Fig. 1: routed clock nets over the placement
The bar under the picture is 20 um long.
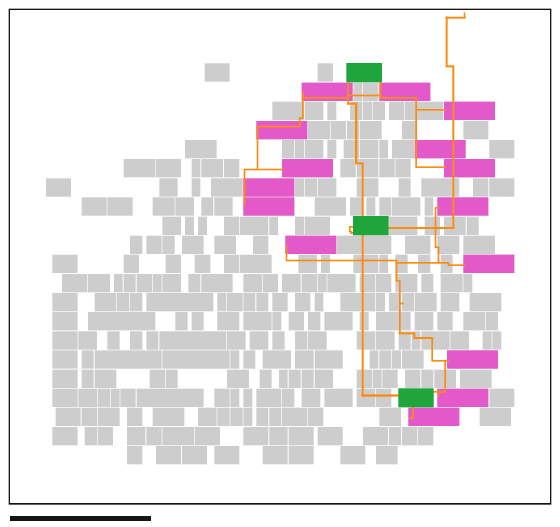
Fig. 2: routing congestion map
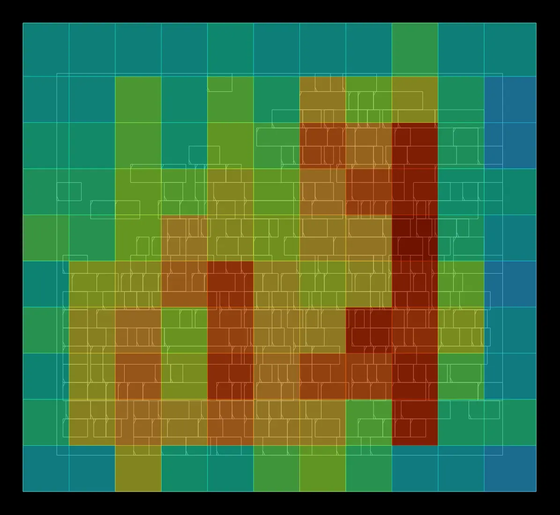
Fig. 3: sequential cells colored by netlist name
Other sequential cells in the stronger gray, the rest of the logic in the fainter gray.
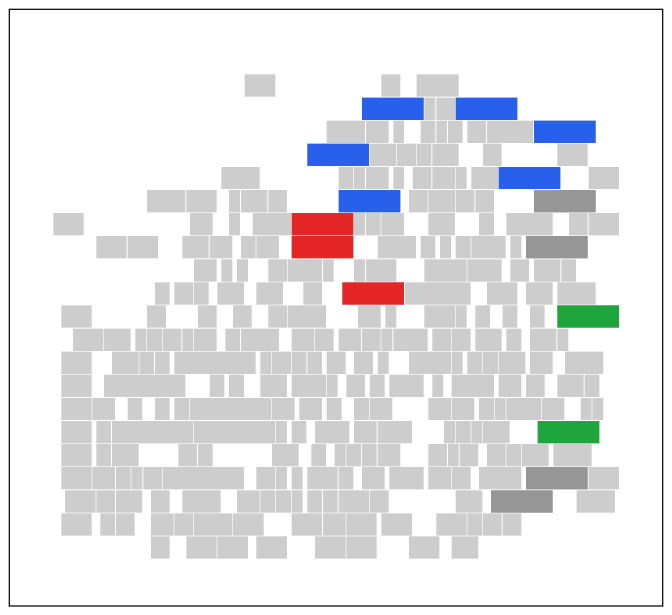
Fig. 4: metal 4
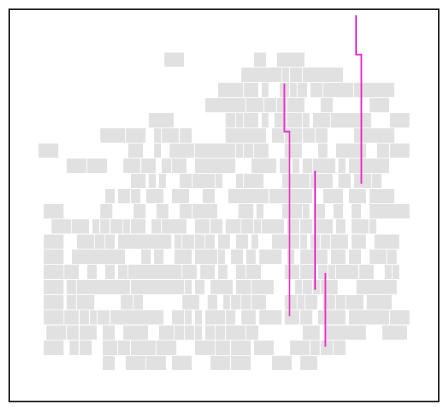
Fig. 5: pin placement
Pins as bars across the die edge, other pins in gray.
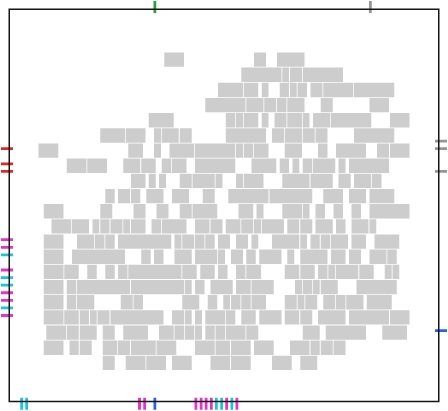
$ cat src/rtl/elevator_pkg.sv
// Shared definitions for the elevator car controller and its request scanner.
// Holds direction codes, door/motion levels, the controller state enum and
// the hall-call bit index helper used to decode the 14-bit hall bus.
package elevator_pkg;

   // Hardware ceiling for served floors; the floor bus is 3 bits wide.
   localparam int MAX_FLOORS = 7;

   localparam logic [1:0] DIR_IDLE = 2'b00;
   localparam logic [1:0] DIR_UP   = 2'b01;
   localparam logic [1:0] DIR_DOWN = 2'b10;

   localparam logic OPEN  = 1'b1;
   localparam logic CLOSE = 1'b0;
   localparam logic MOVE  = 1'b1;
   localparam logic HOLD  = 1'b0;
   localparam logic ON    = 1'b1;
   localparam logic OFF   = 1'b0;

   typedef enum logic [1:0] {
      IDLE,
      MOVING,
      DOOR_OPEN,
      DECIDE
   } state_t;

   // Hall bus layout: bit 2*(f-1) is UP at floor f, the next bit is DOWN at f.
   function automatic int hall_idx(input int floor, input logic down);
      return 2 * (floor - 1) + (down ? 1 : 0);
   endfunction

   // UP <-> DOWN; only called while the car has a travel direction.
   function automatic logic [1:0] flip_dir(input logic [1:0] dir);
      return {dir[0], dir[1]};
   endfunction

endpackage

$ cat src/rtl/request_scan.sv
// Purpose : combinational view of pending calls relative to one floor and direction.
// Latency : zero (pure combinational).
// Backpressure: none; requests are level inputs owned by the button-latch block.
// Ports   : floor_i/dir_i select the reference point; floor_button_i/internal_button_i are
//           the latched hall and cab calls; outputs flag calls at this floor, above, below,
//           ahead of and behind the given direction.
module request_scan
   import elevator_pkg::*;
#(
   parameter int NUM_FLOORS = 7
) (
   input  logic [2:0]  floor_i,
   input  logic [1:0]  dir_i,
   input  logic [13:0] floor_button_i,
   input  logic [9:1]  internal_button_i,
   output logic        here_up_o,
   output logic        here_dn_o,
   output logic        here_cab_o,
   output logic        any_above_o,
   output logic        any_below_o,
   output logic        ahead_o,
   output logic        behind_o
);

   logic [MAX_FLOORS:1] calls;

   // Cab buttons 8 and 9 exist on the panel but never correspond to a served floor.
   logic unused_cab_hi;
   assign unused_cab_hi = ^internal_button_i[9:8];

   // Any kind of call per served floor; floors beyond NUM_FLOORS stay zero.
   always_comb begin
      calls = '0;
      for (int f = 1; f <= MAX_FLOORS; f++) begin
         if (f <= NUM_FLOORS) begin
            calls[f] = floor_button_i[hall_idx(f, 1'b0)]
                     | floor_button_i[hall_idx(f, 1'b1)]
                     | internal_button_i[f];
         end
      end
   end

   always_comb begin
      here_up_o   = 1'b0;
      here_dn_o   = 1'b0;
      here_cab_o  = 1'b0;
      any_above_o = 1'b0;
      any_below_o = 1'b0;
      for (int f = 1; f <= MAX_FLOORS; f++) begin
         if (f <= NUM_FLOORS) begin
            if (f == int'(floor_i)) begin
               here_up_o  = floor_button_i[hall_idx(f, 1'b0)];
               here_dn_o  = floor_button_i[hall_idx(f, 1'b1)];
               here_cab_o = internal_button_i[f];
            end
            if (f > int'(floor_i)) any_above_o = any_above_o | calls[f];
            if (f < int'(floor_i)) any_below_o = any_below_o | calls[f];
         end
      end
   end

   // With no direction both are 0; the floor limits fall out naturally because
   // nothing exists above the top floor or below floor 1.
   assign ahead_o  = ((dir_i == DIR_UP) & any_above_o) | ((dir_i == DIR_DOWN) & any_below_o);
   assign behind_o = ((dir_i == DIR_UP) & any_below_o) | ((dir_i == DIR_DOWN) & any_above_o);

endmodule

$ cat src/rtl/car_controller.sv
// Purpose : SCAN (collective) motion/door controller for a 2-way elevator car.
// Latency : every decision is registered and visible one enabled cycle after its inputs.
// Backpressure: enable=0 freezes all state; requests are level inputs, never stalled.
// Ports   : clk/reset (sync, active-high), enable; floor_button (hall UP/DOWN pairs),
//           internal_button (cab [9:1]); current_floor (1-based), current_direction
//           ([0]=UP,[1]=DOWN), door_state (1=open), move (1=travelling).
module car_controller
   import elevator_pkg::*;
#(
   parameter int NUM_FLOORS  = 7,
   parameter int FLOOR_TICKS = 50,
   parameter int DOOR_TICKS  = 30
) (
   input  logic        clk,
   input  logic        reset,
   input  logic        enable,
   input  logic [13:0] floor_button,
   input  logic [9:1]  internal_button,
   output logic [2:0]  current_floor,
   output logic [1:0]  current_direction,
   output logic        door_state,
   output logic        move
);

   localparam int MAX_TICKS = (FLOOR_TICKS > DOOR_TICKS) ? FLOOR_TICKS : DOOR_TICKS;
   localparam int TW        = $clog2(MAX_TICKS);
   localparam logic [TW-1:0] FLOOR_LAST = TW'(FLOOR_TICKS - 1);
   localparam logic [TW-1:0] DOOR_LAST  = TW'(DOOR_TICKS - 1);

   state_t        state_q;
   logic [2:0]    floor_q;
   logic [1:0]    dir_q;
   logic          door_q;
   logic          move_q;
   logic [TW-1:0] timer_q;

   logic [2:0]    next_floor_d;

   // Scan at the floor the car is standing on.
   logic here_up, here_dn, here_cab, any_above, any_below, ahead, behind;
   // Scan at the floor the car arrives at when the travel timer wraps.
   logic arr_up, arr_dn, arr_cab, arr_ahead;
   logic arr_unused_above, arr_unused_below, arr_unused_behind;

   // One floor along the travel direction, clamped to the served range.
   always_comb begin
      next_floor_d = floor_q;
      if (dir_q == DIR_UP && floor_q < 3'(NUM_FLOORS)) begin
         next_floor_d = floor_q + 3'd1;
      end else if (dir_q == DIR_DOWN && floor_q > 3'd1) begin
         next_floor_d = floor_q - 3'd1;
      end
   end

   request_scan #(.NUM_FLOORS(NUM_FLOORS)) u_scan_here (
      .floor_i           (floor_q),
      .dir_i             (dir_q),
      .floor_button_i    (floor_button),
      .internal_button_i (internal_button),
      .here_up_o         (here_up),
      .here_dn_o         (here_dn),
      .here_cab_o        (here_cab),
      .any_above_o       (any_above),
      .any_below_o       (any_below),
      .ahead_o           (ahead),
      .behind_o          (behind)
   );

   request_scan #(.NUM_FLOORS(NUM_FLOORS)) u_scan_next (
      .floor_i           (next_floor_d),
      .dir_i             (dir_q),
      .floor_button_i    (floor_button),
      .internal_button_i (internal_button),
      .here_up_o         (arr_up),
      .here_dn_o         (arr_dn),
      .here_cab_o        (arr_cab),
      .any_above_o       (arr_unused_above),
      .any_below_o       (arr_unused_below),
      .ahead_o           (arr_ahead),
      .behind_o          (arr_unused_behind)
   );

   // Hall calls at the arrival floor split by travel direction.
   logic arr_same, arr_opp, arr_stop, arr_flip, opp_here;
   assign arr_same = (dir_q == DIR_UP) ? arr_up : arr_dn;
   assign arr_opp  = (dir_q == DIR_UP) ? arr_dn : arr_up;
   assign arr_stop = arr_cab | arr_same | ~arr_ahead;
   // Turn around on arrival only when the opposite hall call is the reason to stop
   // at the end of the sweep; a same-direction call here keeps the direction.
   assign arr_flip = ~arr_ahead & arr_opp & ~arr_same;
   assign opp_here = (dir_q == DIR_UP) ? here_dn : here_up;

   always_ff @(posedge clk) begin
      if (reset) begin
         state_q <= IDLE;
         floor_q <= 3'd1;
         dir_q   <= DIR_IDLE;
         door_q  <= CLOSE;
         move_q  <= HOLD;
         timer_q <= '0;
      end else if (enable == ON) begin
         case (state_q)
            IDLE: begin
               if (here_up | here_cab) begin
                  dir_q   <= DIR_UP;
                  door_q  <= OPEN;
                  timer_q <= '0;
                  state_q <= DOOR_OPEN;
               end else if (here_dn) begin
                  dir_q   <= DIR_DOWN;
                  door_q  <= OPEN;
                  timer_q <= '0;
                  state_q <= DOOR_OPEN;
               end else if (any_above) begin
                  dir_q   <= DIR_UP;
                  move_q  <= MOVE;
                  timer_q <= '0;
                  state_q <= MOVING;
               end else if (any_below) begin
                  dir_q   <= DIR_DOWN;
                  move_q  <= MOVE;
                  timer_q <= '0;
                  state_q <= MOVING;
               end
            end

            MOVING: begin
               if (timer_q == FLOOR_LAST) begin
                  timer_q <= '0;
                  floor_q <= next_floor_d;
                  if (arr_stop) begin
                     move_q  <= HOLD;
                     door_q  <= OPEN;
                     state_q <= DOOR_OPEN;
                     if (arr_flip) dir_q <= flip_dir(dir_q);
                  end
               end else begin
                  timer_q <= timer_q + TW'(1);
               end
            end

            // Direction is held so the button block clears the matching hall bit.
            DOOR_OPEN: begin
               if (timer_q == DOOR_LAST) begin
                  timer_q <= '0;
                  door_q  <= CLOSE;
                  state_q <= DECIDE;
               end else begin
                  timer_q <= timer_q + TW'(1);
               end
            end

            DECIDE: begin
               if (ahead) begin
                  move_q  <= MOVE;
                  timer_q <= '0;
                  state_q <= MOVING;
               end else if (opp_here) begin
                  dir_q   <= flip_dir(dir_q);
                  door_q  <= OPEN;
                  timer_q <= '0;
                  state_q <= DOOR_OPEN;
               end else if (behind) begin
                  dir_q   <= flip_dir(dir_q);
                  move_q  <= MOVE;
                  timer_q <= '0;
                  state_q <= MOVING;
               end else begin
                  dir_q   <= DIR_IDLE;
                  state_q <= IDLE;
               end
            end

            default: state_q <= IDLE;
         endcase
      end
   end

   assign current_floor     = floor_q;
   assign current_direction = dir_q;
   assign door_state        = door_q;
   assign move              = move_q;

endmodule

$ cat config.mk
export PLATFORM = sky130hd
export DESIGN_NAME = car_controller
export DESIGN_NICKNAME = d
export VERILOG_FILES = /design/src/rtl/elevator_pkg.sv /design/src/rtl/request_scan.sv /design/src/rtl/car_controller.sv
export SDC_FILE = /design/constraint.sdc
export NUM_CORES = 1
export LEC_CHECK = 0
export CAP_MARGIN = 20
export CORE_ASPECT_RATIO = 0.9
export CORE_MARGIN = 5
export CORE_UTILIZATION = 50
export CTS_CLUSTER_DIAMETER = 50
export DETAILED_ROUTE_END_ITERATION = 8
export GPL_ROUTABILITY_DRIVEN = 1
export PLACE_DENSITY = 0.87
export SYNTH_ARGS = -nofsm -noshare
export SYNTH_HDL_FRONTEND = slang
export SYNTH_HIERARCHICAL = 1
export SYNTH_SLANG_ARGS = --single-unit
$ cat constraint.sdc
create_clock -name clk -period 10.7 [get_ports clk]
set_input_delay 2.14 -clock clk [delete_from_list [all_inputs] [get_ports clk]]
set_output_delay 2.14 -clock clk [all_outputs]
set_load 0.03 [all_outputs]
==> impl_metrics.env <==
# physical design summary
export IMPL_hold_path_class="register to register"
export IMPL_cts_root_buf="clkbuf_8"
export IMPL_cts_made_buffers=3
export IMPL_maxCapViolCount=0
export IMPL_grtUsageMet3=0.0296
export IMPL_dp_slack_ps=5750
export IMPL_comb_area_frac=0.682
export IMPL_rsz0062_at_grt="no"
export IMPL_final_clk_cell_share=0.0195
export IMPL_status="finished, final reports clean"
export IMPL_path_clk_slew_ps=60
export IMPL_cts_setup_buffers=0
export IMPL_final_layout_top_logic_cells="30 x clkdlybuf4s50_1, 17 x nor3_1, 16 x nand2_1"
export IMPL_p_leak_uw=0.000781
export IMPL_clkbuf_count=3
export IMPL_die_h_um=70.1
export IMPL_fin_nets=310
export IMPL_cts_sinks=15
export IMPL_cp_startpoint="floor_button[8]"
export IMPL_hpwl_mm=3.88
export IMPL_route_top_layer_used="met4"
export IMPL_holdPathStages=2
export IMPL_yosysWarnings=6
export IMPL_met2_length_mm=2.43
export IMPL_min_period_over_period=0.440
export IMPL_crit_family="simple AND/OR/NAND/NOR gates"
export IMPL_fin_tns_setup_ps=0
export IMPL_syn_to_final_growth_pct=18.1
export IMPL_syn_nets=282
export IMPL_maxPowerGroup="combinational cells"
export IMPL_grt_pass1_vias=1980
export IMPL_gp_congestion=0.898
export IMPL_synth_cells=247
export IMPL_ant_nets=0
export IMPL_p_comb_uw=134
export IMPL_lay_top_count="clkdlybuf4s50_1"
export IMPL_io_buffers=30
export IMPL_r2r_end="move"
export IMPL_core_area_sq_um=3810
export IMPL_met3_length_um=364
-- Fig. 1 (at the start) --
green -> clock-net drivers  # count 3
magenta -> flip-flops  # count 15
orange -> clock wires  # length 247 um
routed clock nets = 4
Clock Power: 48.1 uW
Clk pwr share: 0.192
Clk Latency, worst-skew pair: 260 ps
skew final: 3.96 ps

-- Fig. 2 (at the start) --
Wirelength per Cell: 16.4 um
met2 usage: 0.308
met1 Use GR: 0.254

-- Fig. 3 (at the start) --
red -> current_floor  # placed flops 3
blue -> timer_q  # placed flops 6
green -> state_q  # placed flops 2
not colored = 4
P_seq: 69.3 uW
Flop area: 300 sq um
post-layout util: 0.622
Seq/total area: 0.127

-- Fig. 4 (at the start) --
main direction = vertical
wire length on this layer = 107 um
share of all routed wire = 2.1%
nets with wire on the layer = 4
longest straight run = 33.0 um

-- Fig. 5 (at the start) --
cyan -> internal_button  # pins 9, direction input, edge 5 bottom, 4 left
blue -> current_direction  # pins 2, direction output, edge 1 bottom, 1 right
red -> current_floor  # pins 3, direction output, edge left
magenta -> floor_button  # pins 14, direction input, edge 8 bottom, 6 left
green -> reset  # pins 1, direction input, edge top

Power is estimated from default activity; no workload was simulated.
